File: config.mk
export PLATFORM = sky130hd
export DESIGN_NAME = alu_seq_unit
export DESIGN_NICKNAME = d
export VERILOG_FILES = /design/src/rtl/alu_seq_pkg.sv /design/src/rtl/alu_seq_mul_step.sv /design/src/rtl/alu_seq_unit.sv
export SDC_FILE = /design/constraint.sdc
export NUM_CORES = 1
export LEC_CHECK = 0
export ABC_AREA = 1
export CAP_MARGIN = 20
export CORE_ASPECT_RATIO = 1.25
export CORE_MARGIN = 3
export CORE_UTILIZATION = 52
export CTS_BUF_LIST = sky130_fd_sc_hd__clkbuf_4 sky130_fd_sc_hd__clkbuf_8
export DETAILED_ROUTE_END_ITERATION = 10
export PLACE_DENSITY = 0.72
export SYNTH_ARGS = -nofsm -noshare
export SYNTH_HDL_FRONTEND = slang
export SYNTH_HIERARCHICAL = 1
export SYNTH_SLANG_ARGS = --single-unit
export TNS_END_PERCENT = 10
File: constraint.sdc
create_clock -name clk -period 4.19 [get_ports clk]
set_clock_uncertainty 0.05 [all_clocks]
set_input_delay 0.838 -clock clk [delete_from_list [all_inputs] [get_ports clk]]
set_output_delay 0.838 -clock clk [all_outputs]
set_load 0.01 [all_outputs]
File: src/rtl/alu_seq_pkg.sv
// rtl/alu_seq_pkg.sv - op codes, FSM state type and op-code validity check for alu_seq_unit
package alu_seq_pkg;

  localparam logic [4:0] ALUOP_SUB = 5'b00000;
  localparam logic [4:0] ALUOP_ADD = 5'b00001;
  localparam logic [4:0] ALUOP_MUL = 5'b00010;
  localparam logic [4:0] ALUOP_OR  = 5'b00011;

  typedef enum logic [1:0] {
    IDLE = 2'd0,
    EXEC = 2'd1,
    MUL  = 2'd2,
    DONE = 2'd3
  } state_t;

  function automatic logic is_valid_op(input logic [4:0] op);
    return (op == ALUOP_SUB) || (op == ALUOP_ADD) ||
           (op == ALUOP_MUL) || (op == ALUOP_OR);
  endfunction

endpackage

File: src/rtl/alu_seq_mul_step.sv
// rtl/alu_seq_mul_step.sv - one combinational shift-add multiply step
// i_neg subtracts the addend instead of adding it (sign weight of the top multiplier bit).
module alu_seq_mul_step #(
  parameter int AW = 32,
  parameter int BW = 32
) (
  input  logic [AW-1:0] i_acc,
  input  logic [AW-1:0] i_a_shift,
  input  logic [BW-1:0] i_b_shift,
  input  logic          i_neg,
  output logic [AW-1:0] o_acc,
  output logic [AW-1:0] o_a_shift,
  output logic [BW-1:0] o_b_shift
);

  logic [AW-1:0] w_addend;

  assign w_addend  = i_neg ? (~i_a_shift + AW'(1)) : i_a_shift;
  assign o_acc     = i_b_shift[0] ? (i_acc + w_addend) : i_acc;
  assign o_a_shift = i_a_shift << 1;
  assign o_b_shift = i_b_shift >> 1;

endmodule

File: src/rtl/alu_seq_unit.sv
// rtl/alu_seq_unit.sv - sequenced ALU front-end (add/sub/or single cycle, iterative mul)
// Optional macro ALU_SEQ_OVF_EN adds resp_ovf and widens the accumulator to 2*WIDTH.
module alu_seq_unit
  import alu_seq_pkg::*;
#(
  parameter int WIDTH = 32,
  parameter int OP_W  = 5
) (
  input  logic             clk,
  input  logic             rstn,
  input  logic             req_valid,
  output logic             req_ready,
  input  logic [WIDTH-1:0] req_a,
  input  logic [WIDTH-1:0] req_b,
  input  logic [OP_W-1:0]  req_op,
  output logic             resp_valid,
  input  logic             resp_ready,
  output logic [WIDTH-1:0] resp_c,
  output logic             resp_zero,
  output logic             resp_err,
  output logic             busy
`ifdef ALU_SEQ_OVF_EN
  , output logic           resp_ovf
`endif
);

`ifdef ALU_SEQ_OVF_EN
  localparam int ACC_W = 2 * WIDTH;
`else
  localparam int ACC_W = WIDTH;
`endif
  localparam int CNT_W = $clog2(WIDTH);
  localparam logic [CNT_W-1:0] LAST_CNT = CNT_W'(WIDTH - 1);

  state_t           r_state, w_state_nxt;
  logic [ACC_W-1:0] r_acc, r_a_shift, w_acc_nxt, w_a_shift_nxt, w_a_ext;
  logic [WIDTH-1:0] r_b_shift, w_b_shift_nxt, w_op_a, w_exec_c, r_resp_c;
  logic [OP_W-1:0]  r_op;
  logic [CNT_W-1:0] r_cnt;
  logic             w_accept, w_last, w_neg, w_exec_err, r_resp_zero, r_resp_err;

  assign w_accept = req_valid && (r_state == IDLE);
  assign w_last   = (r_cnt == LAST_CNT);
  assign w_op_a   = r_a_shift[WIDTH-1:0];

`ifdef ALU_SEQ_OVF_EN
  logic w_exec_ovf, w_mul_ovf, r_resp_ovf;
  logic [WIDTH:0] w_mul_hi;
  // Signed multiply: A is sign-extended and the last (sign) bit of B carries weight -2^(WIDTH-1).
  assign w_a_ext   = {{WIDTH{req_a[WIDTH-1]}}, req_a};
  assign w_neg     = w_last;
  assign w_mul_hi  = w_acc_nxt[ACC_W-1:WIDTH-1];
  assign w_mul_ovf = !((&w_mul_hi) || !(|w_mul_hi));
  assign resp_ovf  = r_resp_ovf;
`else
  assign w_a_ext = req_a;
  assign w_neg   = 1'b0;
`endif

  alu_seq_mul_step #(.AW(ACC_W), .BW(WIDTH)) u_mul_step (
    .i_acc    (r_acc),
    .i_a_shift(r_a_shift),
    .i_b_shift(r_b_shift),
    .i_neg    (w_neg),
    .o_acc    (w_acc_nxt),
    .o_a_shift(w_a_shift_nxt),
    .o_b_shift(w_b_shift_nxt)
  );

  always_ff @(posedge clk) begin
    if (!rstn) r_state <= IDLE;
    else       r_state <= w_state_nxt;
  end

  always_comb begin
    w_state_nxt = r_state;
    case (r_state)
      IDLE: if (w_accept) w_state_nxt = (req_op == ALUOP_MUL) ? MUL : EXEC;
      EXEC: w_state_nxt = DONE;
      MUL:  if (w_last) w_state_nxt = DONE;
      DONE: if (resp_ready) w_state_nxt = IDLE;
      default: w_state_nxt = IDLE;
    endcase
  end

  always_comb begin
    w_exec_c   = '0;
    w_exec_err = 1'b0;
`ifdef ALU_SEQ_OVF_EN
    w_exec_ovf = 1'b0;
`endif
    case (r_op)
      ALUOP_SUB: begin
        w_exec_c = w_op_a - r_b_shift;
`ifdef ALU_SEQ_OVF_EN
        w_exec_ovf = (w_op_a[WIDTH-1] != r_b_shift[WIDTH-1]) &&
                     (w_exec_c[WIDTH-1] != w_op_a[WIDTH-1]);
`endif
      end
      ALUOP_ADD: begin
        w_exec_c = w_op_a + r_b_shift;
`ifdef ALU_SEQ_OVF_EN
        w_exec_ovf = (w_op_a[WIDTH-1] == r_b_shift[WIDTH-1]) &&
                     (w_exec_c[WIDTH-1] != w_op_a[WIDTH-1]);
`endif
      end
      ALUOP_OR: w_exec_c = w_op_a | r_b_shift;
      default:  w_exec_err = !is_valid_op(r_op);
    endcase
  end

  always_ff @(posedge clk) begin
    if (!rstn) begin
      r_acc       <= '0;
      r_a_shift   <= '0;
      r_b_shift   <= '0;
      r_op        <= '0;
      r_cnt       <= '0;
      r_resp_c    <= '0;
      r_resp_zero <= 1'b0;
      r_resp_err  <= 1'b0;
`ifdef ALU_SEQ_OVF_EN
      r_resp_ovf  <= 1'b0;
`endif
    end else begin
      case (r_state)
        IDLE: if (w_accept) begin
          r_a_shift <= w_a_ext;
          r_b_shift <= req_b;
          r_op      <= req_op;
          r_acc     <= '0;
          r_cnt     <= '0;
        end
        EXEC: begin
          r_resp_c    <= w_exec_c;
          r_resp_zero <= (w_exec_c == '0);
          r_resp_err  <= w_exec_err;
`ifdef ALU_SEQ_OVF_EN
          r_resp_ovf  <= w_exec_ovf;
`endif
        end
        MUL: begin
          r_acc     <= w_acc_nxt;
          r_a_shift <= w_a_shift_nxt;
          r_b_shift <= w_b_shift_nxt;
          r_cnt     <= r_cnt + 1'b1;
          if (w_last) begin
            r_resp_c    <= w_acc_nxt[WIDTH-1:0];
            r_resp_zero <= (w_acc_nxt[WIDTH-1:0] == '0);
            r_resp_err  <= 1'b0;
`ifdef ALU_SEQ_OVF_EN
            r_resp_ovf  <= w_mul_ovf;
`endif
          end
        end
        default: ;
      endcase
    end
  end

  assign req_ready  = (r_state == IDLE);
  assign resp_valid = (r_state == DONE);
  assign busy       = (r_state != IDLE);
  assign resp_c     = r_resp_c;
  assign resp_zero  = r_resp_zero;
  assign resp_err   = r_resp_err;

endmodule

### Track usage over the die, run 1

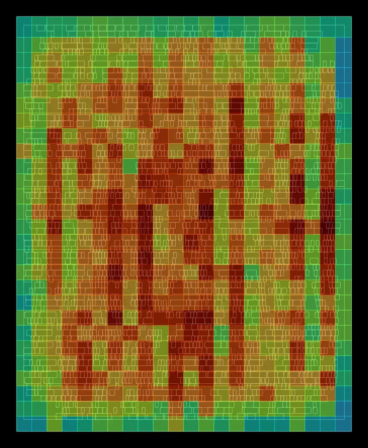
global routing usage summed across all routing layers: 0.335
GR peak layer: met2
met2 Track Usage GR: 0.557
wire per inst: 18.0 um

### M2 wires, run 1

Bar = 50 um.
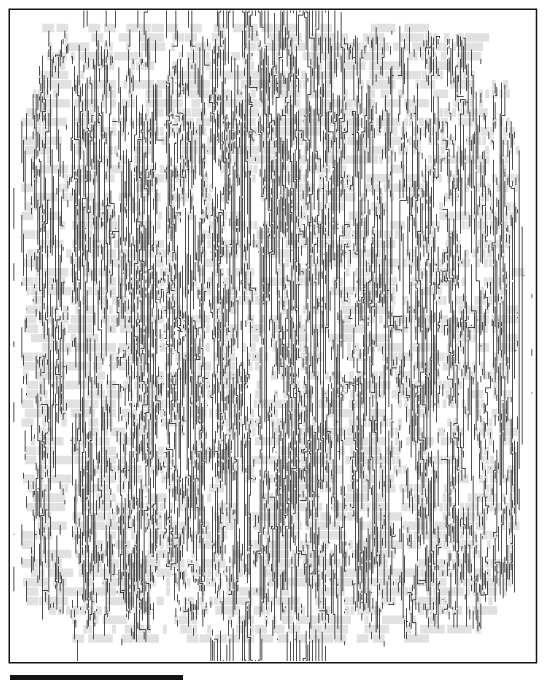
share of all routed wire	46%
wire length on this layer	23.1 mm
longest straight run	92.1 um
Vias: 15,700
DRT Wirelength: 50,100 um

### M1 wires, run 1

Bar = 50 um. Supply wires on this layer in gray.
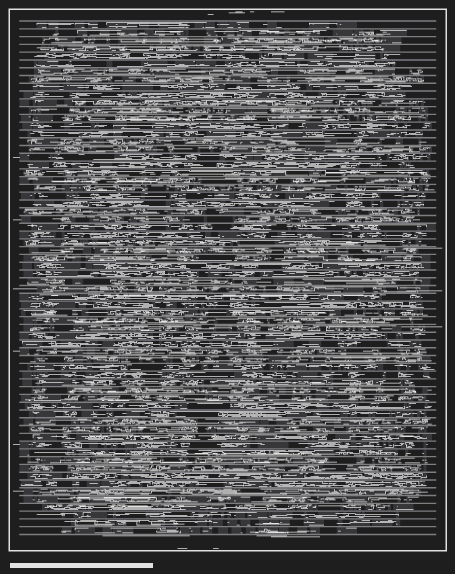
share of all routed wire	40%
wire length on this layer	20,000 um
longest straight run	46.5 um
main direction	horizontal
nets with wire on the layer	2,408
M1 GR Usage: 0.416

==> results.sh, run 1 <==
# source this file to load flow results
export IMPL_ys_warn_count=6
export IMPL_initCoreUtil=0.531
export IMPL_clk_latency_ns=0.48
export IMPL_ys_cells=2380
export IMPL_clkbuf_count=18
export IMPL_fillerInstances=2704
export IMPL_ys_types=50
export IMPL_ir_worst_vdd_mv=0.494
export IMPL_flops=142
export IMPL_cts_hold_buf=0
export IMPL_drive_above_1_share=0.0955
export IMPL_r2r_end="resp_zero"
export IMPL_top_cell="nand2_1"
export IMPL_pwr_share_seq=0.159
export IMPL_grt_start_max_net_pins=99
export IMPL_grt_antenna_before_repair=0
export IMPL_ff2ff_setup_slack_ns=0.21
export IMPL_power_density_nw_per_um2=899
export IMPL_top_cells_by_count="nand2_1 (780), inv_1 (281), nor2_1 (183)"
export IMPL_post_cts_buffers=0
export IMPL_end_kind="register"
export IMPL_switchingPower_mw=8.26
export IMPL_wl_met2_um=23100
export IMPL_setup_tns_ns=0
export IMPL_reg2reg_depth=24
export IMPL_grt_first_pass_wirelength_um=76900
export IMPL_clkPwrFrac=0.087
export IMPL_p_comb_frac=0.754
export IMPL_chipArea_um2=28800
export IMPL_drt_iter0_markers=1436
export IMPL_ys_sh_mux=0
export IMPL_hold_start="resp_err"
export IMPL_dp_slack_ns=0.100
export IMPL_yosysChipArea_um2=13900
export IMPL_clockBufferDepth=2
export IMPL_htree_levels=4
export IMPL_synth_largest_area_cell="nand2_1"
export IMPL_firstDrtPassIters=6
export IMPL_finalSetupViolCount=0
export IMPL_design_area_um2=15700
export IMPL_tightestPinTransition_ns=1.05
export IMPL_p_sw_frac=0.585
export IMPL_hpwlAfterDp_um=39700
export IMPL_yosys_area_top_type_share=0.211
export IMPL_dominantRegCellSynth="dfxtp_1"
export IMPL_setup_ws_ns=0.206
export IMPL_cts_resized=0
export IMPL_status="completed"
export IMPL_timing_critical_path_to="resp_zero"
export IMPL_area_leaders="nand2_1 (21%), dfxtp_1 (20%), inv_1 (7.6%), ha_1 (7.3%), nand3_1 (5.3%)"
export IMPL_rows=66
export IMPL_fmax_mhz=251
export IMPL_core_area_um2=26200
export IMPL_synth_flops=142
export IMPL_cts_tree="built"
export IMPL_inverters_excl_clock=293
export IMPL_cts_made_buffers=17
==> run 1: registers in the layout, summed over array words and instances (netlist names) <==
signal,flops
r_acc,32
r_op,5
r_a_shift,32
r_state,2
resp_zero,1
resp_c,32
resp_err,1
r_cnt,5
r_b_shift,32
==> run 1: critical path: stages, from the launching register on <==
cell and delay [ns]:
dfxtp_2 0.34, inv_1 0.08, ha_2 0.19, nand2_2 0.06, nor3_2 0.22, nand2_2 0.11
nor4b_4 0.34, and3_4 0.24, nor2_1 0.06, xor2_1 0.16, ha_1 0.40, nand2_2 0.12
nor2_2 0.13, inv_1 0.08, nor2_4 0.14, nand4_1 0.17, nand3_1 0.12, nand2_1 0.05
nand3_1 0.07, nand2_1 0.11, nor2_2 0.12, nand3_1 0.13, nor2_2 0.13, nand3_1 0.11
a21oi_2 0.14
==> run 1 -> run 2 <==
Settings changed: ABC_CLOCK_PERIOD_IN_PS set to 4190, CORE_MARGIN 3 to not set.
### Layout detail, run 2

Bar = 10 um. Window x 54 to 94, y 35 to 75 um. Cells in gray, sequential cells in the stronger gray; small squares are vias.
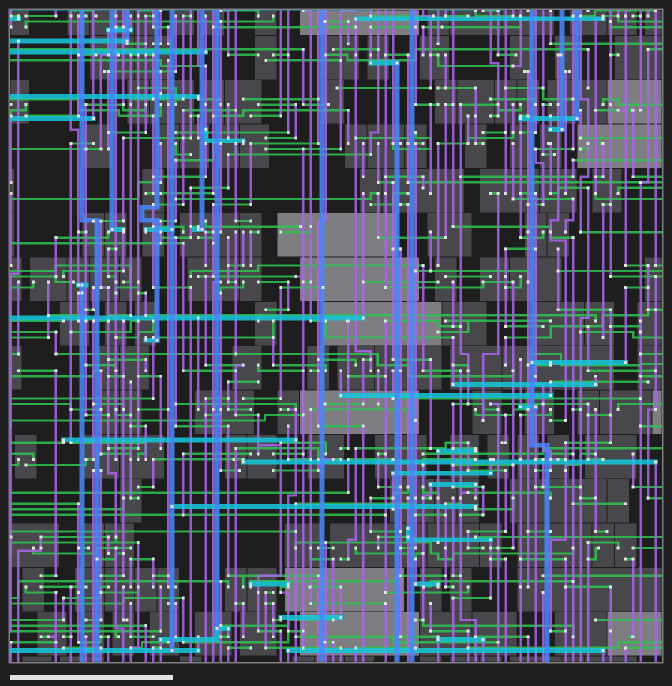
layer	color
metal 2	purple
metal 3	cyan
metal 1	green
metal 4	blue
netlist names of flops here include	`r_a_shift` (5), `resp_c` (3)
cells with their middle in the window	159
most frequent	nand2_1 (44), nor2_1 (17)
sequential cells in the window	8

### M1 wires, run 2

Bar = 50 um. Supply wires on this layer in gray.
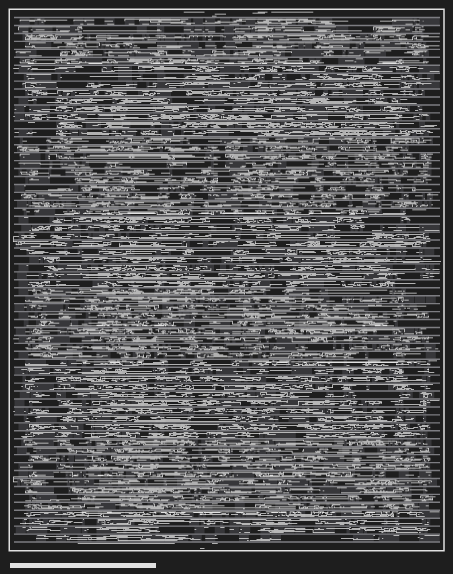
longest straight run	46.0 um
wire length on this layer	20.7 mm
Vias: 15,600
M1 GR Usage: 0.452
DRT Wirelength: 50,300 um

### M2 wires, run 2

Bar = 50 um.
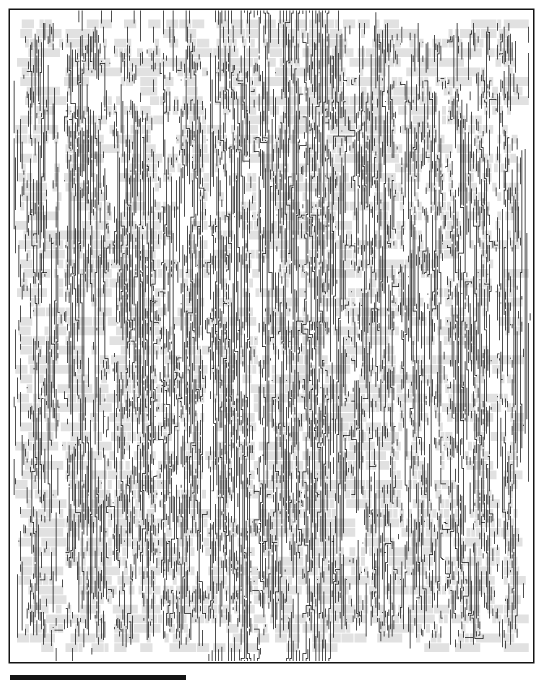
nets with wire on the layer	2,031
wire length on this layer	23.6 mm
met2 Track Usage GR: 0.618

==> run 2 against run 1 <==
- total power is 0.40% higher
- clock power is 3% higher
- sequential power is 2% higher
- sequential share of layout area hardly changed
- cell count is 0.14% lower
- flip-flop count stayed put
- via count is 0.41% lower
- register-to-register slack better by 0.06 ns
==> results.sh, run 2 <==
# source this file to load flow results
export IMPL_ys_seq_frac=0.204
export IMPL_wl_per_cell_um=18.1
export IMPL_p_comb_frac=0.749
export IMPL_hpwlAfterDp_um=40300
export IMPL_drive_above_1_share=0.0952
export IMPL_hold_start="resp_c[9]"
export IMPL_end_kind="register"
export IMPL_crit_required_ns=4.56
export IMPL_reg2reg_depth=24
export IMPL_ys_cells=2380
export IMPL_fmax_mhz=255
export IMPL_max_stage_delay_ns=0.39
export IMPL_dp_slack_ns=0.0745
export IMPL_nNetsFinal=2579
export IMPL_worstPathCellList="inv_1 > ha_2 > nand2_2 > nor3_4 > nand2_2 > nor4b_4 > and3_4 > nor2_1 > xor2_1 > ha_1 > nand2_2 > nor2_2 > inv_1 > nor2_4 > nand4_1 > nand3_1 > nand2_1 > nand3_1 > nand2_2 > nor2_2 > nand3_1 > nor2_1 > nand3_1 > a21oi_1"
export IMPL_clockBufferDepth=2
export IMPL_yosys_area_top_type_share=0.211
export IMPL_slowest_stage="ha_1"
export IMPL_timing_critical_path_to="resp_zero"
export IMPL_design_area_um2=15700
export IMPL_htree_levels=4
export IMPL_top_usage_layer="met2"
export IMPL_finalSetupViolCount=0
export IMPL_p_sw_frac=0.586
export IMPL_rows=66
export IMPL_ff2ff_setup_slack_ns=0.26
export IMPL_synth_flops=142
export IMPL_critPathTopFamily="simple AND/OR/NAND/NOR gates"
export IMPL_fillerInstances=2689
export IMPL_firstDrtPassIters=7
export IMPL_top_cell="nand2_1"
export IMPL_initCoreUtil=0.531
export IMPL_r2r_end="resp_zero"
export IMPL_grt_total_usage=0.369
export IMPL_grt_met3_usage=0.0419
export IMPL_cts_made_buffers=17
export IMPL_grt_antenna_before_repair=0
export IMPL_clkPwrFrac=0.090
export IMPL_core_area_um2=26200
export IMPL_ys_types=50
export IMPL_status="completed"
export IMPL_grt_start_max_net_pins=87
export IMPL_numPlacedInstances=2739
export IMPL_switchingPower_mw=8.31
export IMPL_setup_ws_ns=0.263
export IMPL_drt_iter0_markers=1120
export IMPL_yosysChipArea_um2=13900
export IMPL_pwr_share_seq=0.161
export IMPL_tightestPinTransition_ns=0.867
export IMPL_area_leaders="nand2_1 (21%), dfxtp_1 (20%), inv_1 (7.6%), ha_1 (7.3%), nand3_1 (5.3%)"
export IMPL_ir_worst_vdd_mv=0.396
export IMPL_synth_cells=2380
export IMPL_setup_tns_ns=0
export IMPL_clk_latency_ns=0.50
export IMPL_grt_first_pass_wirelength_um=77200
export IMPL_top_cells_by_count="nand2_1 (780), inv_1 (281), nor2_1 (183)"
export IMPL_power_density_nw_per_um2=903
export IMPL_wl_met2_um=23600
export IMPL_synth_largest_area_cell="nand2_1"
export IMPL_cts_tree="built"
export IMPL_chipArea_um2=27400
export IMPL_dominantRegCellSynth="dfxtp_1"
export IMPL_ys_warn_count=6
export IMPL_worst_path_buf_inv=2
export IMPL_cp_depth=24
export IMPL_reg2reg_from="r_b_shift[1]"
run 2: timing repair:
item,4_1_cts,5_1_grt
resized,0,56
buffers inserted,0,4
endpoints found under the setup margin,0,6
hold buffers,0,0
run 2: final cells by class:
type / instances / area (um^2) / share of cell area
flip-flops and latches: 142 / 2850 / 0.181
repair buffers: 164 / 1510 / 0.0959
well taps: 340 / 425 / 0.0271
clock buffers: 19 / 255 / 0.0163
inverters: 293 / 1100 / 0.0700
clock inverters: 13 / 175 / 0.0112
multi-input cells: 1805 / 9400 / 0.598
run 2: logic make-up after synthesis:
group,Yosys count,share of synthesized area
simple gates,1272,0.392
buf+inv,434,0.135
compound gates,381,0.151
flops,142,0.204
fa+ha+maj,83,0.0758
xor+xnor,66,0.0416
other cells,2,0.000540
==> run 2 -> run 3 <==
Settings changed: CORE_ASPECT_RATIO 1.25 to 1.2, CORE_UTILIZATION 52 to 40, CTS_CLUSTER_SIZE set to 28, PLACE_DENSITY 0.72 to not set.
### M1 wires, run 3

Bar = 50 um. Supply wires on this layer in gray.
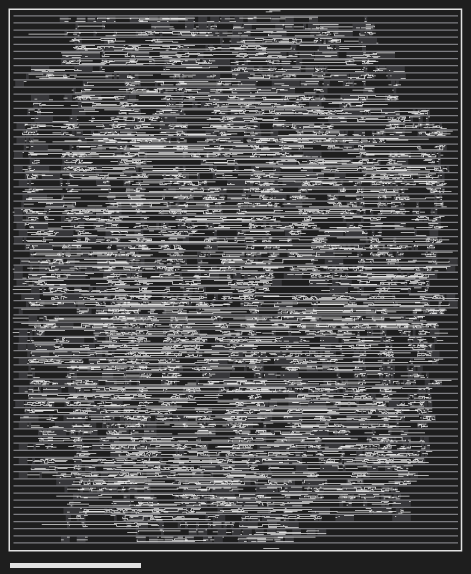
wire length on this layer	22.7 mm
longest straight run	52.0 um
nets with wire on the layer	2,442
share of all routed wire	43%
M1 GR Usage: 0.375
DRT Wirelength: 52,300 um
Vias: 15,400

### Track usage over the die, run 3

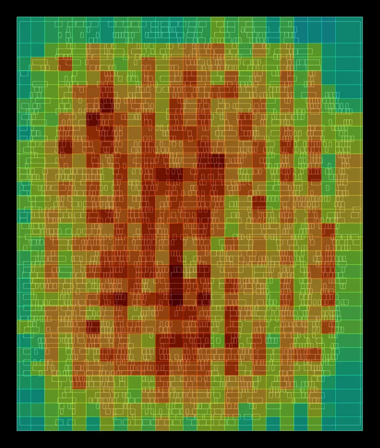
Core Util, Final: 0.463
met2 Track Usage GR: 0.510
met3 GRT Util: 0.0314
wire per inst: 18.0 um

### Layout detail, run 3

Bar = 10 um. Window x 66 to 106, y 42 to 82 um. Cells in gray, sequential cells in the stronger gray; small squares are vias.
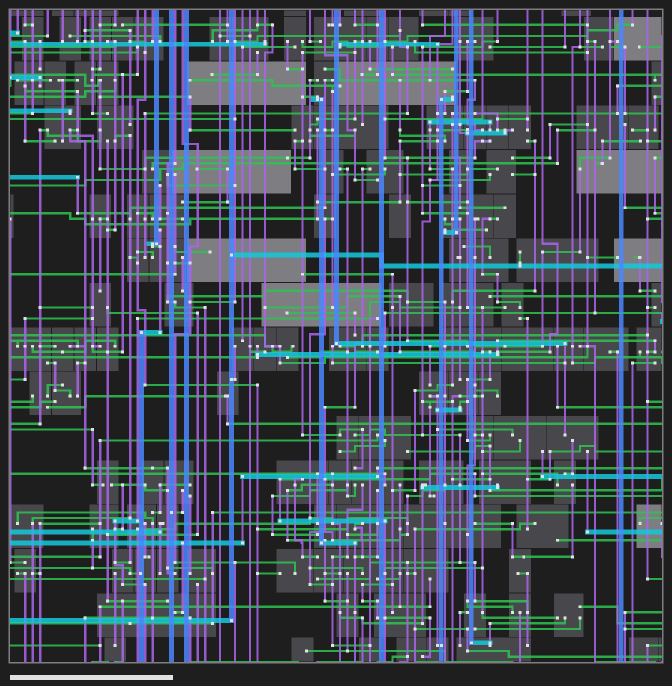
layer	color
metal 4	blue
metal 1	green
metal 3	cyan
metal 2	purple
cells with their middle in the window	128
netlist names of flops here include	`resp_c` (3), `r_a_shift` (2)
sequential cells in the window	6
most frequent	nand2_1 (36), nor2_1 (13), inv_1 (12)

==> run 3 against run 2 <==
- cell count increased by 4.5%
- core utilization decreased by 14 points
- clock power decreased by 7%
- register-to-register slack got worse by 0.02 ns
- hold slack got worse by 0.0042 ns
- critical path type unchanged
==> results.sh, run 3 <==
# source this file to load flow results
export IMPL_ff2ff_setup_slack_ns=0.25
export IMPL_timing_critical_path_to="resp_zero"
export IMPL_ys_cells=2380
export IMPL_area_leaders="nand2_1 (21%), dfxtp_1 (20%), inv_1 (7.6%), ha_1 (7.3%), nand3_1 (5.3%)"
export IMPL_ys_warn_count=6
export IMPL_design_area_um2=15800
export IMPL_crit_required_ns=4.57
export IMPL_synthAoiAreaFrac=0.151
export IMPL_numPlacedInstances=2865
export IMPL_ys_seq_frac=0.204
export IMPL_initCoreUtil=0.407
export IMPL_hold_start="resp_err"
export IMPL_vias_per_cell=5.33
export IMPL_worstPathCellList="inv_2 > ha_2 > nand2_1 > nor3_2 > nand2_2 > nor4b_4 > and3_4 > nor2_1 > xor2_1 > ha_1 > nand2_2 > nor2_2 > inv_1 > nor2_4 > nand4_1 > nand3_1 > nand2_1 > nand3_1 > nand2_1 > nor2_2 > nand3_1 > nor2_1 > nand3_1 > a21oi_1"
export IMPL_power_density_nw_per_um2=895
export IMPL_hpwlAfterDp_um=41700
export IMPL_status="completed"
export IMPL_top_cells_by_count="nand2_1 (780), inv_1 (281), nor2_1 (183)"
export IMPL_finalSetupViolCount=0
export IMPL_yosys_area_top_type_share=0.211
export IMPL_simple_gate_area_frac=0.392
export IMPL_grt_total_usage=0.299
export IMPL_clkPwrFrac=0.083
export IMPL_nNetsFinal=2588
export IMPL_ys_types=50
export IMPL_top_logic_kind="simple AND/OR/NAND/NOR gates"
export IMPL_reg2reg_from="r_b_shift[0]"
export IMPL_dominantRegCellSynth="dfxtp_1"
export IMPL_fmax_mhz=253
export IMPL_drt_iter0_markers=1232
export IMPL_max_stage_delay_ns=0.38
export IMPL_wl_met2_um=24800
export IMPL_yosysChipArea_um2=13900
export IMPL_adder_share=0.0758
export IMPL_cts_made_buffers=17
export IMPL_clk_latency_ns=0.50
export IMPL_top_cell="nand2_1"
export IMPL_switchingPower_mw=8.38
export IMPL_synth_cells=2380
export IMPL_slowest_stage="ha_1"
export IMPL_cp_depth=24
export IMPL_top_usage_layer="met2"
export IMPL_core_area_um2=34200
export IMPL_dp_slack_ns=0.110
export IMPL_htree_levels=4
export IMPL_reg2reg_depth=24
export IMPL_critPathTopFamily="simple AND/OR/NAND/NOR gates"
export IMPL_grt_start_max_net_pins=96
export IMPL_drive_above_1_share=0.0965
export IMPL_tightestPinTransition_ns=1.06
export IMPL_cts_tree="built"
export IMPL_r2r_end="resp_zero"
export IMPL_grt_antenna_before_repair=0
export IMPL_ir_worst_vdd_mv=0.351
export IMPL_clockBufferDepth=2
export IMPL_worst_path_max_fanout=5
export IMPL_worst_path_buf_inv=2
export IMPL_start_kind="register"
export IMPL_setup_ws_ns=0.245
export IMPL_fin_crit_sh=0.941
export IMPL_grt_first_pass_wirelength_um=80200
export IMPL_end_kind="register"
export IMPL_firstDrtPassIters=8
export IMPL_synth_xor_area_share=0.0416
export IMPL_rows=74
run 3: kinds of logic (layout without fill, tap and decap cells):
kind of cell	after synthesis	in the layout
simple gates	1272	1272
buf+inv	434	498
compound gates	381	381
flops	142	142
fa+ha+maj	83	83
xor+xnor	66	66
other cells	2	3
run 3: final cells by class:
type / count / area, um^2
Clock buffer: 18 / 241
Tap cell: 456 / 571
Fill cell: 3671 / 18300
Sequential cell: 142 / 2840
Clock inverter: 14 / 146
Timing Repair Buffer: 173 / 1570
Multi-Input combinational cell: 1805 / 9360
Inverter: 293 / 1100
run 3: timing repair:
action | in CTS | in global routing
endpoints found under the setup margin | 0 | 4
resized | 0 | 48
hold buffers | 0 | 0
buffers inserted | 0 | 4
No activity file was given, so power comes from the tool's default toggle rates.
